==> config.mk <==
export PLATFORM = sky130hd
export DESIGN_NAME = multicycle_control_flat
export DESIGN_NICKNAME = d
export VERILOG_FILES = /design/src/rtl/multicycle_control_pkg.sv /design/src/rtl/multicycle_control_if.sv /design/src/rtl/multicycle_control_mem_wait_timer.sv /design/src/rtl/multicycle_control.sv /design/src/flat_wrapper.sv
export SDC_FILE = /design/constraint.sdc
export NUM_CORES = 1
export LEC_CHECK = 0
export CAP_MARGIN = 20
export CORE_MARGIN = 5
export CORE_UTILIZATION = 42
export CTS_BUF_LIST = sky130_fd_sc_hd__clkbuf_8
export DETAILED_ROUTE_END_ITERATION = 16
export GPL_ROUTABILITY_DRIVEN = 0
export PLACE_DENSITY_LB_ADDON = 0.08
export SLEW_MARGIN = 20
export SYNTH_ARGS = -nofsm -noshare
export SYNTH_HDL_FRONTEND = slang
export SYNTH_SLANG_ARGS = --single-unit
==> constraint.sdc <==
create_clock -name clk -period 2.75 [get_ports clk]
set_input_delay 0.6875 -clock clk [delete_from_list [all_inputs] [get_ports clk]]
set_output_delay 0.6875 -clock clk [all_outputs]
set_load 0.05 [all_outputs]
### Routing congestion map

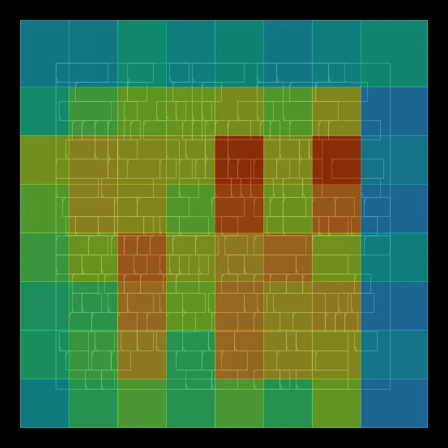
met3 Use GR: 2.45%
M1 GR Usage: 21.1%
routing usage on met2: 32.6%
drt wl/cell: 13.2 um

### Met2 routing

Cells faint in the background.
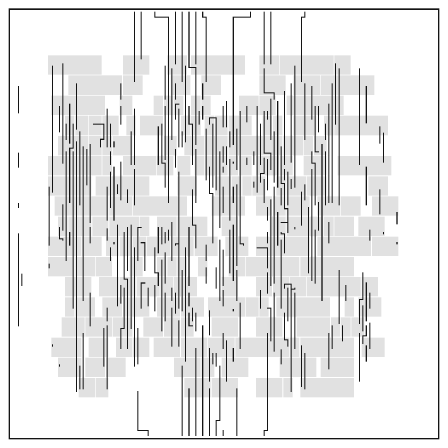
The layer carries 1490 um of wire. The longest straight run is 33.7 um. The wires run mostly vertical.
drt total wl: 2800 um
Vias: 1160

### Selected gate families

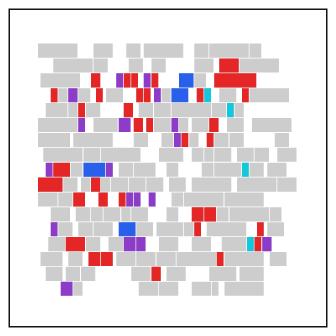
Blue stands for AND-OR and OR-AND gates, cells 4. Purple stands for NAND gates, cells 18. Red stands for NOR gates, cells 35. Cyan stands for inverters, cells 4.
Commonest Layout Cell: buf_4
final cell count without fillers: 211
Comb/total area: 45.8%

### Clock network drawn from the DEF

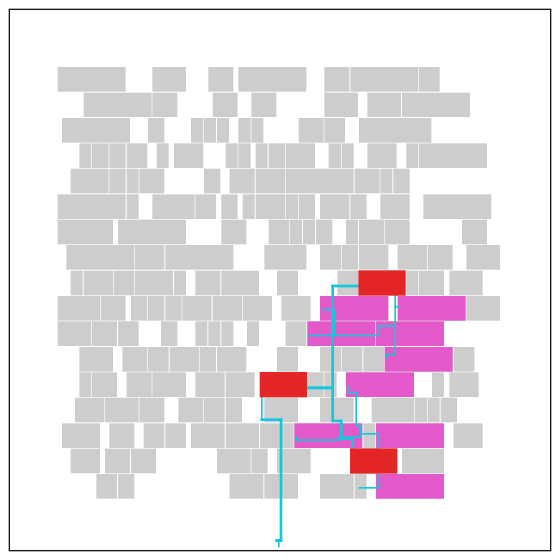
Red stands for clock drivers, count 3. Magenta stands for flip-flops, count 9. Cyan stands for clock wires, length 97.9 um.
There are 4 routed clock nets.
Clk power: 0.144 mW
clk_lat worst skew: 0.23 ns
clock share of power: 7.9%
Setup Skew: 0.00117 ns

==> impl_metrics.csv <==
group,metric,value,unit
outcome,status,"finished, final reports clean",
grt,grt_overflow_total,0,
power,intPower,0.839,mW
yosys,synth_area,957,sq um
finish,fillers,164,
finish,num-nets-final,201,
finish,clkbuf_count,3,
finish,area_delta_synth_final,70.5,%
sta,hold_viol_final,0,
sta,setup_viol,0,
critical_path,worst-path-max-fanout,2,
power,pwr-share-comb,78.3,%
clock_network,ctsRootBufferMaster,"clkbuf_8",
critical_path,path_buffers,2,
critical_path,cp.required,2.06,ns
power,ir_drop,1.04,mV
finish,drive_gt1_share,31.1,%
finish,clockNetworkAreaShare,2.76,%
critical_path,critPathKind,"primary input to primary output",
sta,max_slew_margin,59.4,%
detailed_routing,drc,0,
finish,buf_share,37.3,%
yosys,syn_nets,156,
critical_path,r2r_cells,5,
floorplanning,die_w,57.7,um
detailed_routing,antenna_left,0,
sta,setup_ws,0.0496,ns
yosys,top_area_share,18.8,%
yosys,avgSynthCellArea,6.89,sq um
yosys,yosys_warnings,0,
finish,seq_share,11.0,%
critical_path,r2r_slack,0.84,ns
critical_path,cp_slowest_cell,"or4_4",
finish,signal_buffers,54,
clock_network,htreeDepth,1,
floorplanning,die_area,3330,sq um
power,p_per_area,1110,nW/um^2
floorplanning,fp_util,43.7,%
floorplanning,tap_cells,28,
yosys,ys_seq_elements,9,
sta,fmax,370,MHz
floorplanning,rows,17,
power,sequentialPowerShare,13.8,%
yosys,flop_cell,"dfxtp_1",
yosys,synth_async_sr_flop_share,0,%
sta,timing.final.crit_share,98.2,%
grt,grtUsageTotal,17.7,%
finish,diodes,0,
grt,grt-busiest-layer,"met2",
power,total_power,1.81,mW
yosys,postSynthSeqShare,18.8,%
yosys,synth-edff-count,0,
place,dp_slack,-0.246,ns
floorplanning,core,2190,sq um
finish,numSequentialCells,9,
critical_path,worst_path_dominant_cell_family,"simple AND/OR/NAND/NOR gates",
critical_path,crit_arrival,2.01,ns
yosys,syn_inst,139,
finish,biggestCellCategory,"combinational gates",
clock_network,clkTransAtPathRegs,0.04,ns
grt,grt_pass1_vias,1082,
power,leakage,0.636,nW
floorplanning,io_pins,40,
yosys,synth_top_cell_by_area,"dfxtp_1",
finish,logic_area,747,sq um
==> stage by stage <==
stage | TNS, ns | cells
after floorplan | -1.33 | 139
after global placement | -0.436 | 206
after detailed placement | -0.549 | 206
after CTS | 0 | 211
after global routing | 0 | 211
final | 0 | 211
==> logic make-up after synthesis <==
kind of cell             after synthesis  synth area share (%)
AND/OR/NAND/NOR                       68                  36.7
AND-OR/OR-AND                         34                  24.8
buffers and inverters                 18                  9.41
flip-flops                             9                  18.8
XOR/XNOR                               6                  5.49
multiplexers                           2                  2.09
adder cells (fa/ha/maj)                2                  2.61
==> placed cells by master (no fill, tap or decap), types with 3 or more instances in the layout <==
master,n
nand3_1,3
nor3_1,7
a21oi_1,5
nand2_1,12
a31oi_1,5
xnor2_1,4
inv_1,5
dfxtp_1,9
buf_4,22
buf_12,13
o21ai_0,6
nor2_1,18
clkdlybuf4s50_1,14
and3_1,3
nor2b_1,4
clkbuf_8,3
==> power by group through the flow <==
stage | sequential [mW] | combinational [mW] | clock [mW]
2_1_floorplan | 0.294 | 0.836 | 0
3_3_place_gp | 0.246 | 1.40 | 0
3_5_place_dp | 0.249 | 1.42 | 0
4_1_cts | 0.247 | 1.43 | 0.145
5_1_grt | 0.262 | 1.50 | 0.154
6_report | 0.250 | 1.42 | 0.144
==> worst register-to-register path, cell delays in order (launching register included) <==
cell,delay (ns)
dfxtp_1,0.49
buf_4,0.26
nand2b_1,0.17
nor3_1,0.40
o311ai_0,0.26
a41oi_1,0.25
==> repair_timing <==
action	in CTS	in global routing
gates resized	12	4
endpoints found under the setup margin	4	4
hold buffers	0	0
buffers inserted	1	0
pin swaps	3	3
==> metal layers <==
layer	vias up	share of wire (%)
li1	592	-
met1	529	41
met2	34	53
met3	5	4.7
met4	0	1.1
met5	-	0
Power figures rest on the tool's default switching activity, not on a simulated workload.
